==> config.mk <==
export PLATFORM = sky130hd
export DESIGN_NAME = mul8_tree_sched
export DESIGN_NICKNAME = d
export VERILOG_FILES = /design/src/rtl/mul8_tree_pkg.sv /design/src/rtl/mul8_tree_sched_rr_arbiter.sv /design/src/rtl/mul8_tree_sched.sv
export SDC_FILE = /design/constraint.sdc
export NUM_CORES = 1
export LEC_CHECK = 0
export ABC_AREA = 1
export CAP_MARGIN = 20
export CORE_ASPECT_RATIO = 1.2
export CORE_MARGIN = 2
export CORE_UTILIZATION = 45
export DETAILED_ROUTE_END_ITERATION = 8
export GPL_TIMING_DRIVEN = 0
export HOLD_SLACK_MARGIN = 0.05
export PLACE_DENSITY = 0.81
export SETUP_SLACK_MARGIN = 0.02
export SYNTH_ARGS = -nofsm -noshare
export SYNTH_HDL_FRONTEND = slang
export SYNTH_SLANG_ARGS = --single-unit
==> constraint.sdc <==
create_clock -name clk -period 3.2 [get_ports clk]
set_input_delay 0.64 -clock clk [delete_from_list [all_inputs] [get_ports clk]]
set_output_delay 0.64 -clock clk [all_outputs]
set_load 0.02 [all_outputs]
Run 1, wiring by layer:
Bar = 20 um.
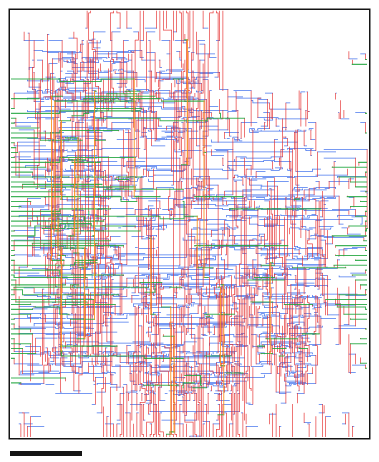
- green: metal 3 (wire length 1,580 um)
- red: metal 2 (wire length 7,540 um)
- blue: metal 1 (wire length 5,920 um)
- orange: metal 4 (wire length 583 um)
aggregate routed wire length: 15,600 um
routed len/inst: 15.7 um

Run 1, nets reached from selected ports:
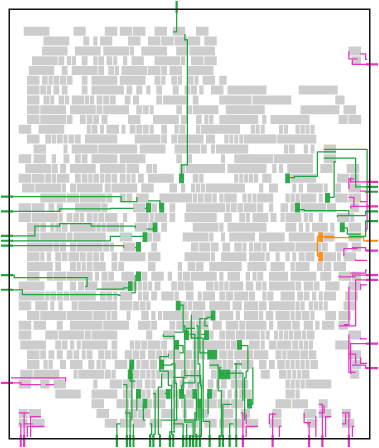
- green: req_b (bits 32; direction input; edge 20 bottom, 7 left, 4 right, 1 top; end cells 32; buffers 32; wire 959 um)
- magenta: tree_sum (bits 16; direction input; edge 8 right, 7 bottom, 1 left; end cells 0; buffers 32; wire 288 um)
- orange: rsp_ready (bits 1; direction input; edge right; end cells 2; buffers 1; wire 23.1 um)
IO Pins: 179
Port Buffers: 162

Run 1, clock wires, drivers and flops:
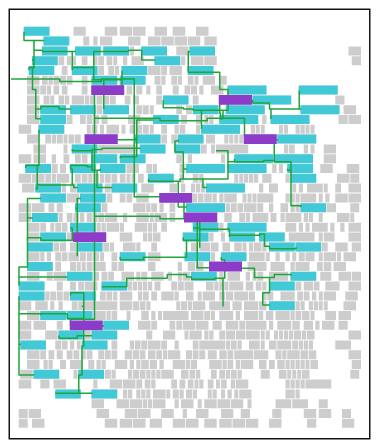
- green: clock wires (length 1,040 um)
- cyan: flip-flops (count 94)
- purple: clock drivers (count 9)
- routed clock nets: 10
clk ins delay skew pair: 0.34 ns
Layout Skew: 0.00718 ns
clock group power: 1.22 mW
clock share of power: 16.0%

Run 1, cell placement:
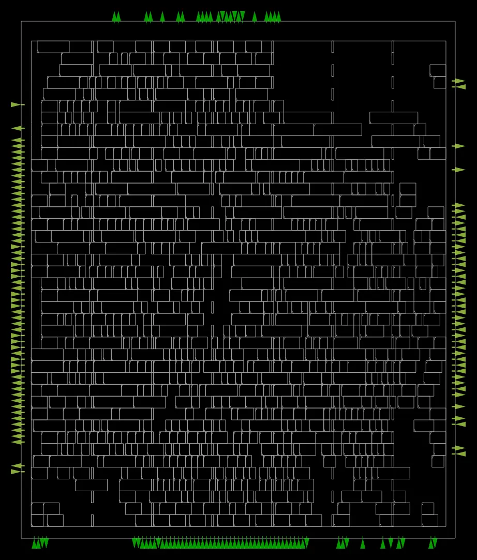
FFs & Latches: 94
non-filler cells, final: 992

==> metrics.cfg, run 1 <==
[status]
status=finished clean

[finish]
design_area_mm2=0.00722
layout_top_cell=clkdlybuf4s50_1
dominant_cells=combinational gates
nNonClkInverters=106
num-fill-cells=861
lay_top_cells=clkdlybuf4s50_1, nand2_1, nand3_1, inv_1, dfxtp_1
num-clock-buffers=10

[grt]
busiest_layer=met2
use_met2_pct=43.6
grt_antenna_before_repair=0
met3_usage_pct=8.63

[timing]
max_freq_mhz=329
rsz0062_at_grt=false
timing.final.crit_share_pct=95.0
max-slew-margin-rel_pct=33.7
finalCriticalPeriod_ns=3.04

[route]
first_pass_iters=5
met2_length_um=7540
highest_layer=met4
num_vias=5184
drtIter0Drc=335

[synthesis]
synthesis.area_mm2=0.00494
ys_sh_xor_pct=0.355
fp_nets=771
yosysTopAreaCellShare_pct=31.6
ys_sh_mux_pct=0
ys_seq_elements=94

[die]
die_height_um=119
rows=41

[placed_design]
dpl_cell_area_mm2=0.00672
dp_cells=966
place_ws_ns=-0.836

[worst_hold_path]
hp-class=reg -> reg
hold_depth=2

[pwr]
comb_power_share_pct=63.5
power_frac_seq_pct=20.5

[setup_path]
r2r_setup_slack_ns=0.22
required_ns=2.56
slowest_delay_ns=0.25
cp_common_cell=nand2_1

[cts]
cts_buffer_depth=2

## Run 2: what changed since run 1
CORE_MARGIN = unset   (was 2)
CORE_UTILIZATION = 60   (was 45)
DONT_BUFFER_PORTS = 1   (was unset)
PLACE_DENSITY = 0.76   (was 0.81)
Run 2, wiring by layer:
Bar = 20 um.
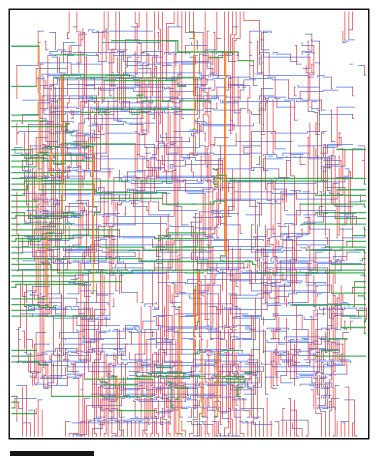
all-layer global routing usage: 31.0%
aggregate routed wire length: 13,300 um
routed len/inst: 17.0 um
Vias: 4,521

==> run 2 against run 1 <==
The run now ends with design-rule violations left. First-iteration DRC count down 22%. Final area down 26%. Clock skew up 0.0063 ns. Synthesized area unchanged. Critical path depth down 2. Largest cell class unchanged. Highest routed layer unchanged.
==> metrics.cfg, run 2 <==
[grt]
use_met2_pct=54.5
met3_usage_pct=9.13

[status]
violations=design-rule violations
status=complete, but fails checks

[finish]
nNonClkInverters=106
layout.cells.non_filler=783
lay_top_cells=nand2_1, nand3_1, inv_1, dfxtp_1, a21oi_1
dominant_cells=combinational gates
layout_top_cell=nand2_1
flop-count=94
num-fill-cells=685

[cts]
clock.latency.late_pin_ns=0.36
cts_buffer_depth=2

[synthesis]
ys_sh_mux_pct=0
yosysTopAreaCellShare_pct=31.6
ys_seq_elements=94
ys_sh_xor_pct=0.355
synthesis.area_mm2=0.00494

[placed_design]
dp_cells=767
place_ws_ns=-0.0870

[timing]
timing.final.crit_share_pct=94.7
max-slew-margin-rel_pct=33.1
rsz0062_at_grt=false
finalCriticalPeriod_ns=3.03

[route]
highest_layer=met4
drc=7
first_pass_iters=8
drtIter0Drc=260

[setup_path]
r2r_setup_slack_ns=0.26
required_ns=2.56
slowest_delay_ns=0.38

[worst_hold_path]
hold_depth=1

[die]
rows=35

[pwr]
pwr-share-clk_pct=13.9
comb_power_share_pct=59.5
clk-power_mw=0.925

Run 2, ports around the boundary:
Pins as bars across the die edge, other pins in gray.
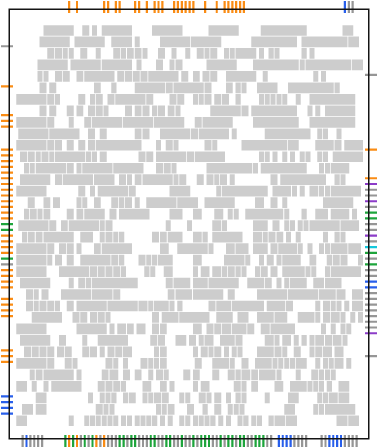
- orange: pp_bits (pins 64; direction output; edge 32 left, 26 top, 4 bottom, 2 right)
- green: req_b (pins 32; direction input; edge 25 bottom, 4 right, 3 left)
- purple: inflight (pins 4; direction output; edge right)
- cyan: rsp_ready (pins 1; direction input; edge right)
- blue: tree_sum (pins 16; direction input; edge 9 bottom, 4 left, 2 right, 1 top)
- all pins by edge: 78 bottom, 41 left, 31 right, 29 top
chip width: 84.8 um
Port Buffers: 0
die height: 101 um

Power and IR drop assume default switching activity.
